[src/rtl/contador_pkg.sv]
// Shared definitions for the shift/rotate counter sequencer: mode codes seen by
// the counter stage, sequencer FSM encoding and the counter width.
package contador_pkg;

    localparam int CNT_W = 7;

    localparam logic [1:0] MODE_HOLD   = 2'b00;
    localparam logic [1:0] MODE_SHIFT  = 2'b01;
    localparam logic [1:0] MODE_LOAD   = 2'b10;
    localparam logic [1:0] MODE_ROTATE = 2'b11;

    typedef enum logic [1:0] {
        ST_IDLE = 2'b00,
        ST_LOAD = 2'b01,
        ST_RUN  = 2'b10,
        ST_DONE = 2'b11
    } state_t;

endpackage

[src/rtl/prescaler_passo.sv]
// Step-pacing prescaler: counts 0..DIV_MAX-1 while enabled and flags the
// terminal count with a one-cycle tick.
module prescaler_passo #(
    parameter int DIV_WIDTH = 24,
    parameter int DIV_MAX   = 12_500_000
) (
    input  logic clk,
    input  logic rst,
    input  logic clear,
    input  logic enable,
    output logic tick
);

    localparam logic [DIV_WIDTH-1:0] TERM = DIV_WIDTH'(DIV_MAX - 1);

    logic [DIV_WIDTH-1:0] count;

    always_ff @(posedge clk) begin
        if (rst || clear) begin
            count <= '0;
        end else if (enable) begin
            count <= (count == TERM) ? '0 : count + DIV_WIDTH'(1);
        end
    end

    assign tick = enable && (count == TERM);

endmodule

[src/rtl/controle_contador.sv]
// Sequencer for the 7-bit shift/rotate counter: one parallel load, then a
// programmed number of prescaler-paced shift/rotate steps, then hold.
module controle_contador
    import contador_pkg::*;
#(
    parameter int DIV_WIDTH = 24,
    parameter int DIV_MAX   = 12_500_000
) (
    input  logic             clk,
    input  logic             rst,
    input  logic             start,
    input  logic             stop,
    input  logic             rotate_sel,
    input  logic             fill,
    input  logic [CNT_W-1:0] load_value,
    input  logic [CNT_W-1:0] steps_cfg,
    output logic [CNT_W-1:0] bits,
    output logic             d,
    output logic             ch0,
    output logic             ch1,
    output logic             busy,
    output logic             done,
    output logic [CNT_W-1:0] step_count,
    output state_t           state
);

    state_t           state_next;
    logic [CNT_W-1:0] cfg_load;
    logic [CNT_W-1:0] cfg_steps;
    logic             cfg_rotate;
    logic             cfg_fill;
    logic [1:0]       mode_q;
    logic [1:0]       mode_next;
    logic             d_next;
    logic             busy_next;
    logic             done_next;
    logic [CNT_W-1:0] count_next;
    logic             latch_cfg;
    logic             presc_clear;
    logic             tick;

    prescaler_passo #(
        .DIV_WIDTH(DIV_WIDTH),
        .DIV_MAX  (DIV_MAX)
    ) u_prescaler (
        .clk   (clk),
        .rst   (rst),
        .clear (presc_clear),
        .enable(state == ST_RUN),
        .tick  (tick)
    );

    // Outputs are registered from the current state's decisions, so every
    // mode code reaches the counter one edge after the FSM chose it.
    always_comb begin
        state_next  = state;
        mode_next   = MODE_HOLD;
        d_next      = 1'b0;
        busy_next   = 1'b0;
        done_next   = 1'b0;
        count_next  = step_count;
        latch_cfg   = 1'b0;
        presc_clear = 1'b0;
        case (state)
            ST_IDLE: begin
                if (start && !stop) begin
                    latch_cfg   = 1'b1;
                    presc_clear = 1'b1;
                    count_next  = '0;
                    state_next  = ST_LOAD;
                end
            end
            ST_LOAD: begin
                mode_next  = MODE_LOAD;
                busy_next  = 1'b1;
                state_next = (cfg_steps == '0) ? ST_DONE : ST_RUN;
            end
            ST_RUN: begin
                if (stop) begin
                    state_next = ST_IDLE;
                end else begin
                    busy_next = 1'b1;
                    if (tick) begin
                        mode_next  = cfg_rotate ? MODE_ROTATE : MODE_SHIFT;
                        d_next     = cfg_rotate ? 1'b0 : cfg_fill;
                        count_next = step_count + CNT_W'(1);
                        if (step_count + CNT_W'(1) == cfg_steps) begin
                            state_next = ST_DONE;
                        end
                    end
                end
            end
            ST_DONE: begin
                done_next  = 1'b1;
                state_next = ST_IDLE;
            end
            default: state_next = ST_IDLE;
        endcase
    end

    always_ff @(posedge clk) begin
        if (rst) begin
            state      <= ST_IDLE;
            cfg_load   <= '0;
            cfg_steps  <= '0;
            cfg_rotate <= 1'b0;
            cfg_fill   <= 1'b0;
            mode_q     <= MODE_HOLD;
            bits       <= '0;
            d          <= 1'b0;
            busy       <= 1'b0;
            done       <= 1'b0;
            step_count <= '0;
        end else begin
            state      <= state_next;
            mode_q     <= mode_next;
            d          <= d_next;
            busy       <= busy_next;
            done       <= done_next;
            step_count <= count_next;
            if (latch_cfg) begin
                cfg_load   <= load_value;
                cfg_steps  <= steps_cfg;
                cfg_rotate <= rotate_sel;
                cfg_fill   <= fill;
            end
            if (state == ST_LOAD) begin
                bits <= cfg_load;
            end
        end
    end

    assign ch1 = mode_q[1];
    assign ch0 = mode_q[0];

endmodule

[config.mk]
export PLATFORM = sky130hd
export DESIGN_NAME = controle_contador
export DESIGN_NICKNAME = d
export VERILOG_FILES = /design/src/rtl/contador_pkg.sv /design/src/rtl/prescaler_passo.sv /design/src/rtl/controle_contador.sv
export SDC_FILE = /design/constraint.sdc
export NUM_CORES = 1
export LEC_CHECK = 0
export CORE_UTILIZATION = 52
export DETAILED_ROUTE_END_ITERATION = 16
export GPL_ROUTABILITY_DRIVEN = 0
export GPL_TIMING_DRIVEN = 1
export PLACE_DENSITY_LB_ADDON = 0.08
export SLEW_MARGIN = 20
export SYNTH_ARGS = -nofsm -noshare
export SYNTH_HDL_FRONTEND = slang
export SYNTH_SLANG_ARGS = --single-unit
[constraint.sdc]
create_clock -name clk -period 2.4 [get_ports clk]
set_input_delay 0.36 -clock clk [delete_from_list [all_inputs] [get_ports clk]]
set_output_delay 0.36 -clock clk [all_outputs]
set_load 0.005 [all_outputs]
==> impl_metrics.ini <==
; synthesis and place-and-route metrics
[die]
die_area_sq_um = 5860
fp_util = 0.552
die_w_um = 76.5
ios = 41
rows = 26
die_y_um = 76.5

[cts]
tritoncts = yes
cts_resized = 0
postCtsSetupRepairBufs = 0
cts.path.max_buffers = 2
cts_buffers = 9
h-tree-depth = 3
postCtsHoldBufs = 0
clock_sinks = 61
clk_pin_slew_ns = 0.07
clock_latency_ns = 0.34

[critical_path]
endpoint_kind = flip-flop
required_ns = 2.60
path_depth = 5
critPathLaunch = u_prescaler.count[17]
rr_startpoint = u_prescaler.count[17]
rr_worst_depth = 5
worstPathCellList = nand4_1 -> or4_1 -> o31a_2 -> o311ai_0 -> o31ai_1
crit_arrival_ns = 2.36
start_kind = flip-flop
r2r_end = step_count[4]
critPathSlowestCell = or4_1
crit_fanout = 7
worst-r2r-setup-slack_ns = 0.25

[drt]
drt-wirelength-per-cell_um = 14.1
wirelength_met1_mm = 3.15
drc_errors = 0
wl_met2_mm = 2.86
highest_layer = met4
vias_per_cell = 5.49
vias = 2538
final_antenna_net_count = 0
drt_first_pass_iters = 5
wl_met3_um = 401
totalWireLength_mm = 6.52
detail_route.iter0.violations = 157

[global_routing]
overflow = 0
grt_pass1_vias = 2374
grt_first_pass_wirelength_mm = 11.0
grt_util_met2 = 0.360
use_met3 = 0.0551
grt_max_degree = 26

[power]
maxPowerGroup = registers
comb_power_share = 0.211
swShare = 0.285
seqPwrFrac = 0.442
power_mw = 2.52
seq_power_mw = 1.12
internal-power_mw = 1.81
power.density_nw_per_um2 = 714
cellLeakagePower_nw = 1.24
p_switching_uw = 719

[cells_and_area]
final_cell_mix = dfxtp_1, nand2_1, nor2_1
largestClassByArea = multi-input combinational cells
sh_seq_area = 0.345
fin_area_sq_um = 3540
logic_area_sq_um = 1540
largest_register_ffs = 24
design.seq.count = 61
antenna_cells = 0
layout.nets = 415
logic_gates = 260
top_register = u_prescaler.count
clkCellAreaFrac = 0.0509
fillers = 446
clock_buffers = 12

[timing]
hold_viol = 0
tns_ns = 0
drv_slew = 0
setup_violations = 0
max_freq_mhz = 465
holdWs_ns = 0.453
tightest_slew_ns = 0.546
period_used_share = 0.897
relSlewSlack = 0.635

[synth]
ys_sh_adder = 0.0260
topCombFamilyByArea = simple AND/OR/NAND/NOR gates
top_cell_area_share = 0.423
ys_warn_count = 0
most_common_cell = dfxtp_1
synth_seq_share = 0.423
syn_inst = 346
synthTopCellsByCount = dfxtp_1, nand2_1, nor2_1
synth.distinct_cells = 46
synth-xor-area-share = 0.0970
flop_cell = dfxtp_1
aoi_share = 0.104
ys_sh_mux = 0.0243
yosys_area_sq_um = 2890
syn_avg_cell_area_sq_um = 8.35
synthArstFlopShare = 0
synthesis.area_sq_um = 2890
ys_cells = 346
syn-num-nets = 372

[outcome]
run_status = finished clean

[place]
numPlacedInstances = 448
dp_hpwl_mm = 4.46
place_ws_ns = 0.307
portBuffers = 40

[min_path]
holdPathEnd = cfg_load[4]
hold_depth = 2
hp-class = reg -> reg

[job]
tool_warnings = 29
maxCapViolations = 0
Fig. 1: clock network drawn from the DEF
The bar under the picture is 20 um long.
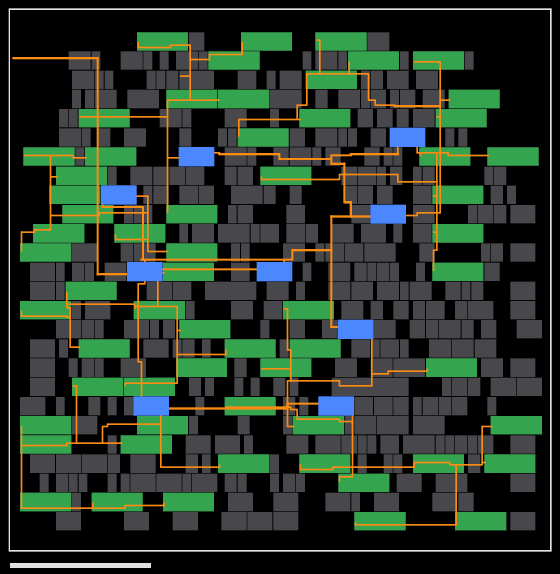
green -> flip-flops  # count 61
orange -> clock wires  # length 798 um
blue -> clock drivers  # count 9
flops lie = widely spread
power in the clock group: 876 uW
clock power share: 0.347

Fig. 2: cells colored by class
The bar under the picture is 20 um long.
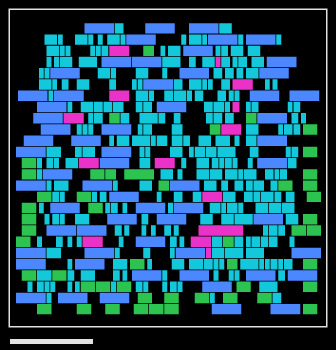
magenta -> clock drivers and dummy loads  # cells 14
blue -> flops  # cells 61
cyan -> combinational and other logic  # cells 268
green -> other buffers and delay cells  # cells 49

Fig. 3: track usage over the die
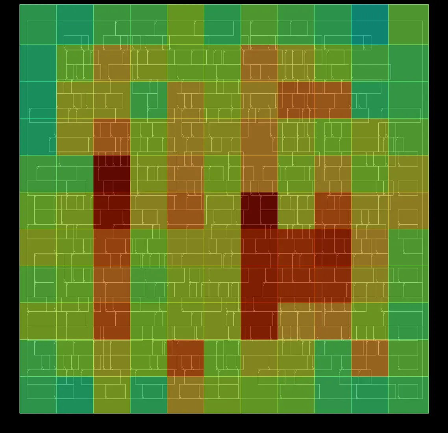
global routing usage on met1: 0.316
Tot GR Track Use: 0.237

Fig. 4: gate-type map
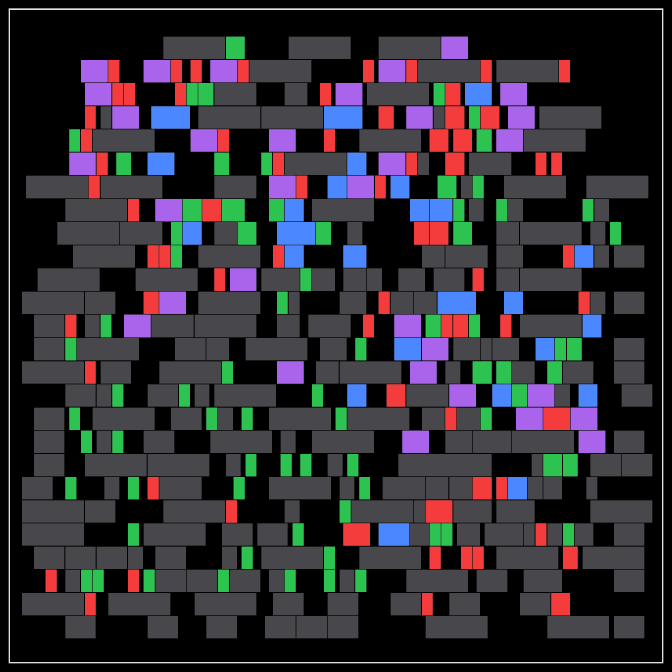
green -> NAND gates  # cells 73, most used nand2_1, where widely spread
blue -> AND and OR gates  # cells 25, most used and3_1
red -> NOR gates  # cells 69, most used nor2_1, where widely spread
purple -> XOR/XNOR gates  # cells 32, most used xnor2_1
Comb/total area: 0.435
fin cells: 462

Fig. 5: sequential cells grouped by signal name
The bar under the picture is 20 um long. Other sequential cells in the stronger gray, the rest of the logic in the fainter gray.
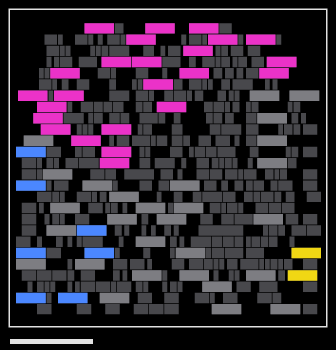
blue -> bits  # sequential cells 7
magenta -> u_prescaler.count  # sequential cells 24
yellow -> state  # sequential cells 2
not colored = 28

No activity file was given, so power comes from the tool's default toggle rates.
